==> src/rtl/fw_collector_pkg.sv <==
// Shared constants and types for the FW result collector: array geometry,
// instruction op codes, memory address width and collector FSM states.
package fw_collector_pkg;

  // PE array geometry: L lanes of WIDTH bits per result word, B x B tile.
  localparam int L      = 4;
  localparam int WIDTH  = 8;
  localparam int B      = 8;
  localparam int DATA_W = L * WIDTH;

  // Instruction word layout; only the low OP_WIDTH bits carry the op code.
  localparam int INSTR_WIDTH = 16;
  localparam int OP_WIDTH    = 3;

  // Tile memory write-address width.
  localparam int ADDR_WIDTH = 8;

  // Default number of result words produced per tile.
  localparam int TILE_WORDS_DEF = (B * B) / L;

  // Op codes seen on the last PE's instruction output.
  localparam logic [OP_WIDTH-1:0] OP_IDLE    = 3'd0;
  localparam logic [OP_WIDTH-1:0] OP_COMPUTE = 3'd1;
  localparam logic [OP_WIDTH-1:0] OP_FORWARD = 3'd2;
  localparam logic [OP_WIDTH-1:0] OP_LOAD    = 3'd3;

  // Collector control states.
  typedef enum logic [1:0] {
    S_IDLE   = 2'd0,
    S_ACTIVE = 2'd1,
    S_DONE   = 2'd2
  } state_e;

  // Only COMPUTE and FORWARD cycles carry a result worth storing.
  function automatic logic is_result_op(input logic [OP_WIDTH-1:0] op);
    return (op == OP_COMPUTE) || (op == OP_FORWARD);
  endfunction

endpackage

==> src/rtl/fw_fifo.sv <==
// Small show-ahead FIFO: the head entry is visible on dout whenever the FIFO
// is not empty. A push into a full FIFO is accepted only if a pop happens in
// the same cycle; a pop while empty does nothing.
module fw_fifo #(
  parameter int DEPTH = 16,
  parameter int DW    = 32
) (
  input  logic          clk,
  input  logic          reset,
  input  logic          push,
  input  logic          pop,
  input  logic [DW-1:0] din,
  output logic [DW-1:0] dout,
  output logic          empty,
  output logic          full
);

  localparam int PW = $clog2(DEPTH);
  localparam int CW = $clog2(DEPTH + 1);

  logic [DW-1:0] mem_q [DEPTH];
  logic [PW-1:0] wr_ptr_q, wr_ptr_d;
  logic [PW-1:0] rd_ptr_q, rd_ptr_d;
  logic [CW-1:0] count_q, count_d;
  logic          do_push;
  logic          do_pop;

  assign empty   = (count_q == '0);
  assign full    = (count_q == CW'(DEPTH));
  assign do_pop  = pop && !empty;
  assign do_push = push && (!full || do_pop);

  // Head word read straight from the storage array for zero-latency show-ahead.
  assign dout = mem_q[rd_ptr_q];

  // Pointer and occupancy next-state; pointers wrap since DEPTH is a power of two.
  always_comb begin
    wr_ptr_d = wr_ptr_q;
    rd_ptr_d = rd_ptr_q;
    count_d  = count_q;
    if (do_push) begin
      wr_ptr_d = wr_ptr_q + PW'(1);
    end
    if (do_pop) begin
      rd_ptr_d = rd_ptr_q + PW'(1);
    end
    if (do_push && !do_pop) begin
      count_d = count_q + CW'(1);
    end else if (!do_push && do_pop) begin
      count_d = count_q - CW'(1);
    end
  end

  // Pointer and occupancy registers.
  always_ff @(posedge clk or posedge reset) begin
    if (reset) begin
      wr_ptr_q <= '0;
      rd_ptr_q <= '0;
      count_q  <= '0;
    end else begin
      wr_ptr_q <= wr_ptr_d;
      rd_ptr_q <= rd_ptr_d;
      count_q  <= count_d;
    end
  end

  // One register per entry; cleared on reset so dout reads zero afterwards.
  for (genvar gi = 0; gi < DEPTH; gi++) begin : g_entry
    always_ff @(posedge clk or posedge reset) begin
      if (reset) begin
        mem_q[gi] <= '0;
      end else if (do_push && (wr_ptr_q == PW'(gi))) begin
        mem_q[gi] <= din;
      end
    end
  end

endmodule

==> src/rtl/fw_collector.sv <==
// Tail collector of the FW PE array. Buffers result words from the last PE,
// writes them to tile memory at sequential addresses from a programmed base,
// pulses done after one tile and keeps a sticky flag for dropped words.
module fw_collector
  import fw_collector_pkg::*;
#(
  parameter int DEPTH      = 16,
  parameter int TILE_WORDS = TILE_WORDS_DEF,
  parameter int MEM_AW     = ADDR_WIDTH
) (
  input  logic                   clk,
  input  logic                   reset,
  input  logic [DATA_W-1:0]      in,
  input  logic                   in_valid,
  input  logic [INSTR_WIDTH-1:0] instr_in,
  input  logic                   start,
  input  logic [MEM_AW-1:0]      base_addr,
  output logic [DATA_W-1:0]      wr_data,
  output logic [MEM_AW-1:0]      wr_addr,
  output logic                   wr_valid,
  input  logic                   wr_ready,
  output logic                   busy,
  output logic                   done,
  output logic                   overflow
);

  localparam int CW = $clog2(TILE_WORDS + 1);
  localparam int OW = $clog2(DEPTH + 1);

  state_e              state_q, state_d;
  logic [CW-1:0]       push_cnt_q, push_cnt_d;
  logic [CW-1:0]       wr_cnt_q, wr_cnt_d;
  logic [OW-1:0]       occ_q, occ_d;
  logic [MEM_AW-1:0]   addr_q, addr_d;
  logic                ovf_q, ovf_d;
  logic                busy_q;
  logic                done_q;

  logic                fifo_empty;
  logic                fifo_full;
  logic [DATA_W-1:0]   fifo_dout;
  logic [OP_WIDTH-1:0] op;
  logic                want_push;
  logic                accept;
  logic                drop;
  logic                pop;
  logic                unused_instr_bits;

  // Only the op field of the forwarded instruction matters here.
  assign op                = instr_in[OP_WIDTH-1:0];
  assign unused_instr_bits = ^instr_in[INSTR_WIDTH-1:OP_WIDTH];

  // The write port presents the FIFO head directly while a tile is active.
  assign wr_valid = (state_q == S_ACTIVE) && !fifo_empty;
  assign wr_data  = fifo_dout;
  assign pop      = wr_valid && wr_ready;

  // A word is wanted until a full tile has been seen; when the FIFO is full it
  // still fits only if the head leaves in the same cycle, else it is lost.
  assign want_push = (state_q == S_ACTIVE) && in_valid && is_result_op(op) &&
                     (push_cnt_q < CW'(TILE_WORDS));
  assign accept    = want_push && (!fifo_full || pop);
  assign drop      = want_push && !accept;

  assign wr_addr  = addr_q;
  assign busy     = busy_q;
  assign done     = done_q;
  assign overflow = ovf_q;

  fw_fifo #(
    .DEPTH (DEPTH),
    .DW    (DATA_W)
  ) u_fifo (
    .clk   (clk),
    .reset (reset),
    .push  (accept),
    .pop   (pop),
    .din   (in),
    .dout  (fifo_dout),
    .empty (fifo_empty),
    .full  (fifo_full)
  );

  // Next-state logic for the FSM, counters, write address and overflow flag.
  always_comb begin
    state_d    = state_q;
    push_cnt_d = push_cnt_q;
    wr_cnt_d   = wr_cnt_q;
    addr_d     = addr_q;
    ovf_d      = ovf_q;
    occ_d      = occ_q;

    if (accept && !pop) begin
      occ_d = occ_q + OW'(1);
    end else if (!accept && pop) begin
      occ_d = occ_q - OW'(1);
    end

    unique case (state_q)
      S_IDLE: begin
        if (start) begin
          state_d    = S_ACTIVE;
          addr_d     = base_addr;
          push_cnt_d = '0;
          wr_cnt_d   = '0;
          ovf_d      = 1'b0;
        end
      end
      S_ACTIVE: begin
        if (want_push) begin
          push_cnt_d = push_cnt_q + CW'(1);
        end
        if (pop) begin
          wr_cnt_d = wr_cnt_q + CW'(1);
          addr_d   = addr_q + MEM_AW'(1);
        end
        if (drop) begin
          ovf_d = 1'b1;
        end
        // Dropped words never get written, so a tile also ends once every
        // word has been seen and the buffer has drained.
        if ((wr_cnt_d == CW'(TILE_WORDS)) ||
            ((push_cnt_d == CW'(TILE_WORDS)) && (occ_d == '0))) begin
          state_d = S_DONE;
        end
      end
      S_DONE: begin
        state_d = S_IDLE;
      end
      default: begin
        state_d = S_IDLE;
      end
    endcase
  end

  // State, counter and status registers; status outputs follow the next state
  // so busy/done line up with the state they describe.
  always_ff @(posedge clk or posedge reset) begin
    if (reset) begin
      state_q    <= S_IDLE;
      push_cnt_q <= '0;
      wr_cnt_q   <= '0;
      occ_q      <= '0;
      addr_q     <= '0;
      ovf_q      <= 1'b0;
      busy_q     <= 1'b0;
      done_q     <= 1'b0;
    end else begin
      state_q    <= state_d;
      push_cnt_q <= push_cnt_d;
      wr_cnt_q   <= wr_cnt_d;
      occ_q      <= occ_d;
      addr_q     <= addr_d;
      ovf_q      <= ovf_d;
      busy_q     <= (state_d != S_IDLE);
      done_q     <= (state_d == S_DONE);
    end
  end

endmodule

==> config.mk <==
export PLATFORM = sky130hd
export DESIGN_NAME = fw_collector
export DESIGN_NICKNAME = d
export VERILOG_FILES = /design/src/rtl/fw_collector_pkg.sv /design/src/rtl/fw_fifo.sv /design/src/rtl/fw_collector.sv
export SDC_FILE = /design/constraint.sdc
export NUM_CORES = 1
export LEC_CHECK = 0
export CAP_MARGIN = 25
export CORE_ASPECT_RATIO = 0.6
export CORE_MARGIN = 2
export CORE_UTILIZATION = 60
export DETAILED_ROUTE_END_ITERATION = 7
export PLACE_DENSITY = 0.86
export SYNTH_ARGS = -nofsm -noshare
export SYNTH_HDL_FRONTEND = slang
export SYNTH_SLANG_ARGS = --single-unit
==> constraint.sdc <==
create_clock -name clk -period 32.5 [get_ports clk]
set_clock_uncertainty 0.1 [all_clocks]
set_input_delay 3.25 -clock clk [delete_from_list [all_inputs] [get_ports clk]]
set_output_delay 3.25 -clock clk [all_outputs]
set_load 0.05 [all_outputs]
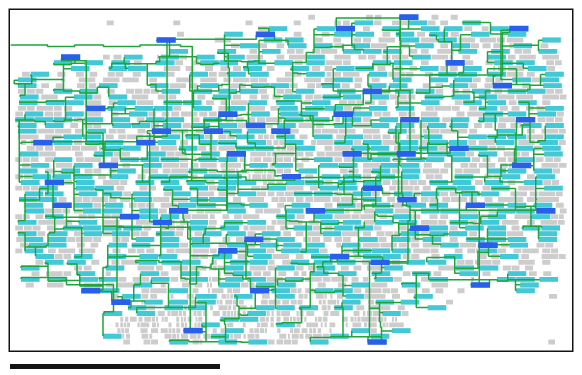
Fig. 1. Clock network drawn from the DEF.
Scale bar: 100 microns.
legend:
  flip-flops:
    color: cyan
    count: 553
  clock-net drivers:
    color: blue
    count: 49
  clock wires:
    color: green
    length: 6390 microns
routed clock nets: 50
flops lie: widely spread
Clk Latency, worst-skew pair: 590 ps
Clock net power: 0.592 mW
clock power share: 0.213

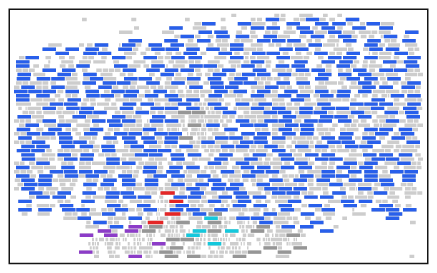
Fig. 2. Sequential cells grouped by signal name.
Other sequential cells in the stronger gray, the rest of the logic in the fainter gray.
legend:
  `wr_addr`:
    color: purple
    placed_flops: 8
    where: south-west
  `push_cnt_q`:
    color: cyan
    placed_flops: 5
    where: south
  `u_fifo.mem_q`:
    color: blue
    placed_flops: 512
  `u_fifo.rd_ptr_q`:
    color: red
    placed_flops: 4
    where: south
not colored: 24
Power Sequential: 1.16 mW
share of the core filled with cells in the final layout: 0.678
Register Area: 13800 sq um

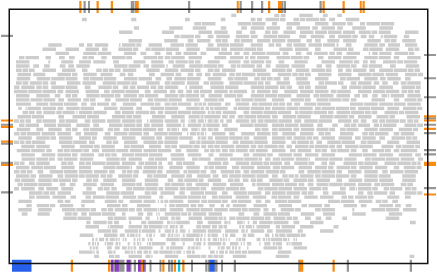
Fig. 3. Ports around the boundary.
Pins as bars across the die edge, other pins in gray.
legend:
  `wr_ready`:
    color: cyan
    pins: 1
    direction: input
    edge: south
  `in`:
    color: orange
    pins: 32
    direction: input
    edge: 13 north, 9 south, 6 east, 4 west
  `instr_in`:
    color: blue
    pins: 16
    direction: input
    edge: south
  `base_addr`:
    color: purple
    pins: 8
    direction: input
    edge: south
I/O Buffers: 91
die boundary width: 268 microns
Die Y-Extent: 163 microns

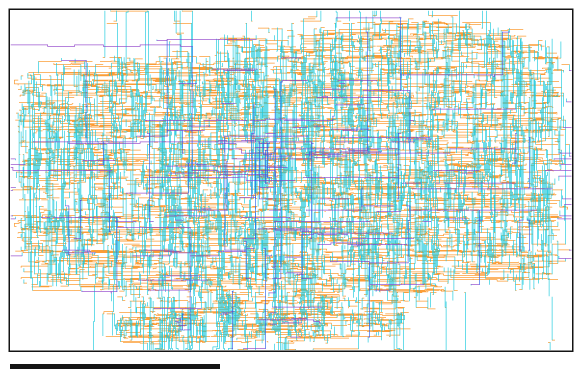
Fig. 4. Metal layers overlaid.
Scale bar: 100 microns.
legend:
  M2:
    color: cyan
    wire_length: 27.3 mm
  M3:
    color: purple
    wire_length: 2910 microns
  M4:
    color: blue
    wire_length: 1320 microns
  M1:
    color: orange
    wire_length: 25.4 mm
DR vias: 14200
overall routing resource usage: 0.272
drt wl/cell: 25.7 microns
total length of routed wires: 56900 microns

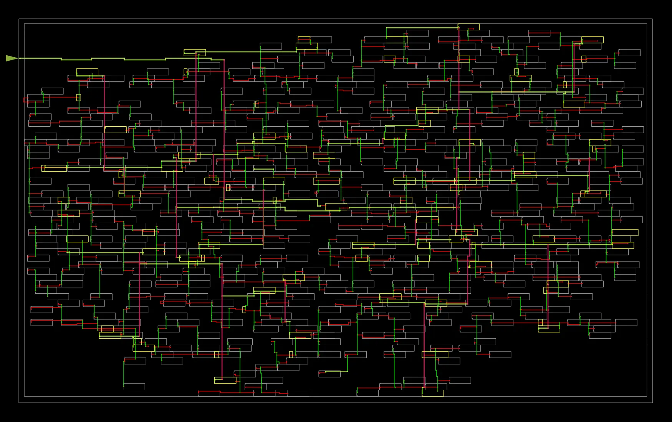
Fig. 5. Clock nets.
Clock Sink Count: 553
clock buffer count: 76

==> flow_summary.json <==
{
  "nonClockBufferCount": 124,
  "cp_data_arrival_time_ps": 4230,
  "ys_cells": 1563,
  "cts-root-to-sink-buffers": 3,
  "nNonClkInverters": 12,
  "finish.net_count": 1685,
  "powerDensity_nw_per_um2": 98.5,
  "post_synth_mux_area_share": 0.375,
  "reg2regPathDepth": 7,
  "maximum_number_of_pins_on_one_net_before_global_route_repair": 136,
  "largest_cell_class": "flip-flops and latches",
  "first_pass_iters": 4,
  "dp.final_hpwl_microns": 32800,
  "via_count_of_the_first_global_routing_pass": 15400,
  "compound_share_synth": 0.0140,
  "dr.first_iter.drc_count": 1131,
  "grt_pass1_wl_microns": 89500,
  "floorplanUtilization": 0.605,
  "grt_antenna_before_repair": 1,
  "number_of_buffers_created_by_cts": 49,
  "synth-adder-area-share": 0.00776,
  "io_pins": 105,
  "post_synth_xor_area_fraction": 0.00557,
  "rsz0062_at_grt": "no",
  "comb_share": 0.381,
  "regToRegEndpoint": "u_fifo.mem_q[418]",
  "synth_nets": 1639,
  "slew_headroom": 0.306,
  "fill_cells": 2717,
  "p_sw_frac": 0.336,
  "placement.setup.worst_slack_ps": 25260,
  "nFlopsAndLatches": 553,
  "worst-slew-pin-transition_ps": 1040,
  "power_switching_mw": 0.935,
  "dieArea_sq_um": 43600,
  "power_leader": "registers",
  "worstReg2RegStart": "state_q[1]",
  "worst_setup_path_end_kind": "output pin",
  "leak_nw": 13.1,
  "finalWorstSetupSlack_ps": 24920,
  "drt.antenna.violating_nets": 0,
  "floorplan.tapcells": 570,
  "syn_inst": 1563,
  "combinationalPower_mw": 1.03,
  "relative_contribution_of_sequential_cells_to_total_power": 0.416,
  "report.final.hold_viol_count": 0,
  "tritoncts_clock_tree": "yes",
  "yosys_area_sq_um": 25100,
  "gp_congestion": 0.790,
  "largest_register": "u_fifo.mem_q",
  "postSynth.asyncResetShare": 1.00,
  "grt-ovfl-total": 0,
  "critical_path_peak_fanout": 60,
  "vias_per_cell": 6.39,
  "design.core.area_sq_um": 41600,
  "numSynthFlops": 553,
  "synth-edff-count": 0,
  "buffer_area_frac": 0.0432,
  "ys_seq_share": 0.550,
  "setup.worst_path.start_class": "flip-flop",
  "flop_to_flop_setup_slack_ps": 28540,
  "post-cts-setup-buffers": 0,
  "max-cap-violations": 0,
  "clock_pin_slew_reported_for_the_worst_setup_and_hold_paths_after_clock_tree_synthesis_ps": 70,
  "power.combinational.fraction": 0.371,
  "crit_required_ps": 29150,
  "worst-setup-path-type": "reg2out",
  "layout-area-overhead-vs-synth_pct": 12.2,
  "area.combinational_sq_um": 10700,
  "seq_area_frac": 0.491,
  "worst_hold_path.num_cells": 1,
  "outcome": "complete, no violations",
  "vdd.ir_drop.worst_uv": 54.7,
  "holdBufCountCts": 0,
  "timing.setup.tns_ps": 0,
  "worst_setup_endpoint": "wr_data[9]",
  "ys_sh_simple": 0.0218,
  "hp-class": "reg2reg",
  "flop_cell": "dfrtp_1",
  "synth-warning-count": 0,
  "layout.comb_gates.multi_input": 869,
  "placementRows": 58,
  "cp-startpoint": "u_fifo.rd_ptr_q[1]"
}
stage by stage:
stage / util / hold WS, ps / power (mW) / area [sq um] / cells
after floorplan: - / 359 / 1.90 / 25100 / 1563
after global placement: 0.637 / 368 / 2.13 / 26500 / 2125
after detailed placement: 0.637 / 378 / 2.19 / 26500 / 2125
after CTS: 0.676 / 394 / 2.79 / 28100 / 2214
after global routing: 0.678 / 409 / 2.92 / 28200 / 2218
final: 0.678 / 393 / 2.78 / 28200 / 2219
metal layers:
| metal | part of all wire | GRT usage | vias to the layer above |
|---|---|---|---|
| met4 | 0.023 | 0.0762 | 0 |
| met1 | 0.45 | 0.392 | 7742 |
| met2 | 0.48 | 0.432 | 370 |
| met3 | 0.051 | 0.0497 | 111 |
| met5 | 0 | 0 | - |
| li1 | - | - | 5962 |
cell usage in the layout (no fill, tap or decap), types with 5 or more instances in the layout:
master           instances
mux2_1                  48
xnor2_1                 13
clkbuf_8                13
clkinv_2                 6
mux4_2                 160
clkdlybuf4s50_1         91
nand3_2                 12
buf_4                   30
dfrtp_1                549
inv_1                   10
nor2_1                  12
mux2_2                 466
a21oi_1                 22
nand4_1                  7
clkbuf_16               49
ha_1                    14
a22oi_1                  5
nand3_1                  9
nand2_1                 30
clkbuf_1                14
o21ai_0                 19
Yosys cell counts (all sizes together) (5+ instances only):
cell	n	area share
inv	11	0.0016
dfrtp	553	0.55
ha	14	0.0070
clkbuf	56	0.0084
nand3	21	0.0042
nand2	30	0.0045
mux2	514	0.23
mux4	160	0.14
a21oi	23	0.0050
nand4	9	0.0027
o21ai	19	0.0038
buf	73	0.015
a22oi	5	0.0015
nor2	13	0.0022
xnor2	13	0.0045
critical path, cell delays in order (launching register included):
cell and delay, ps:
dfrtp_4 870, buf_4 890, mux4_2 620, mux4_2 490, clkdlybuf4s50_1 740
Power and IR drop assume default switching activity.
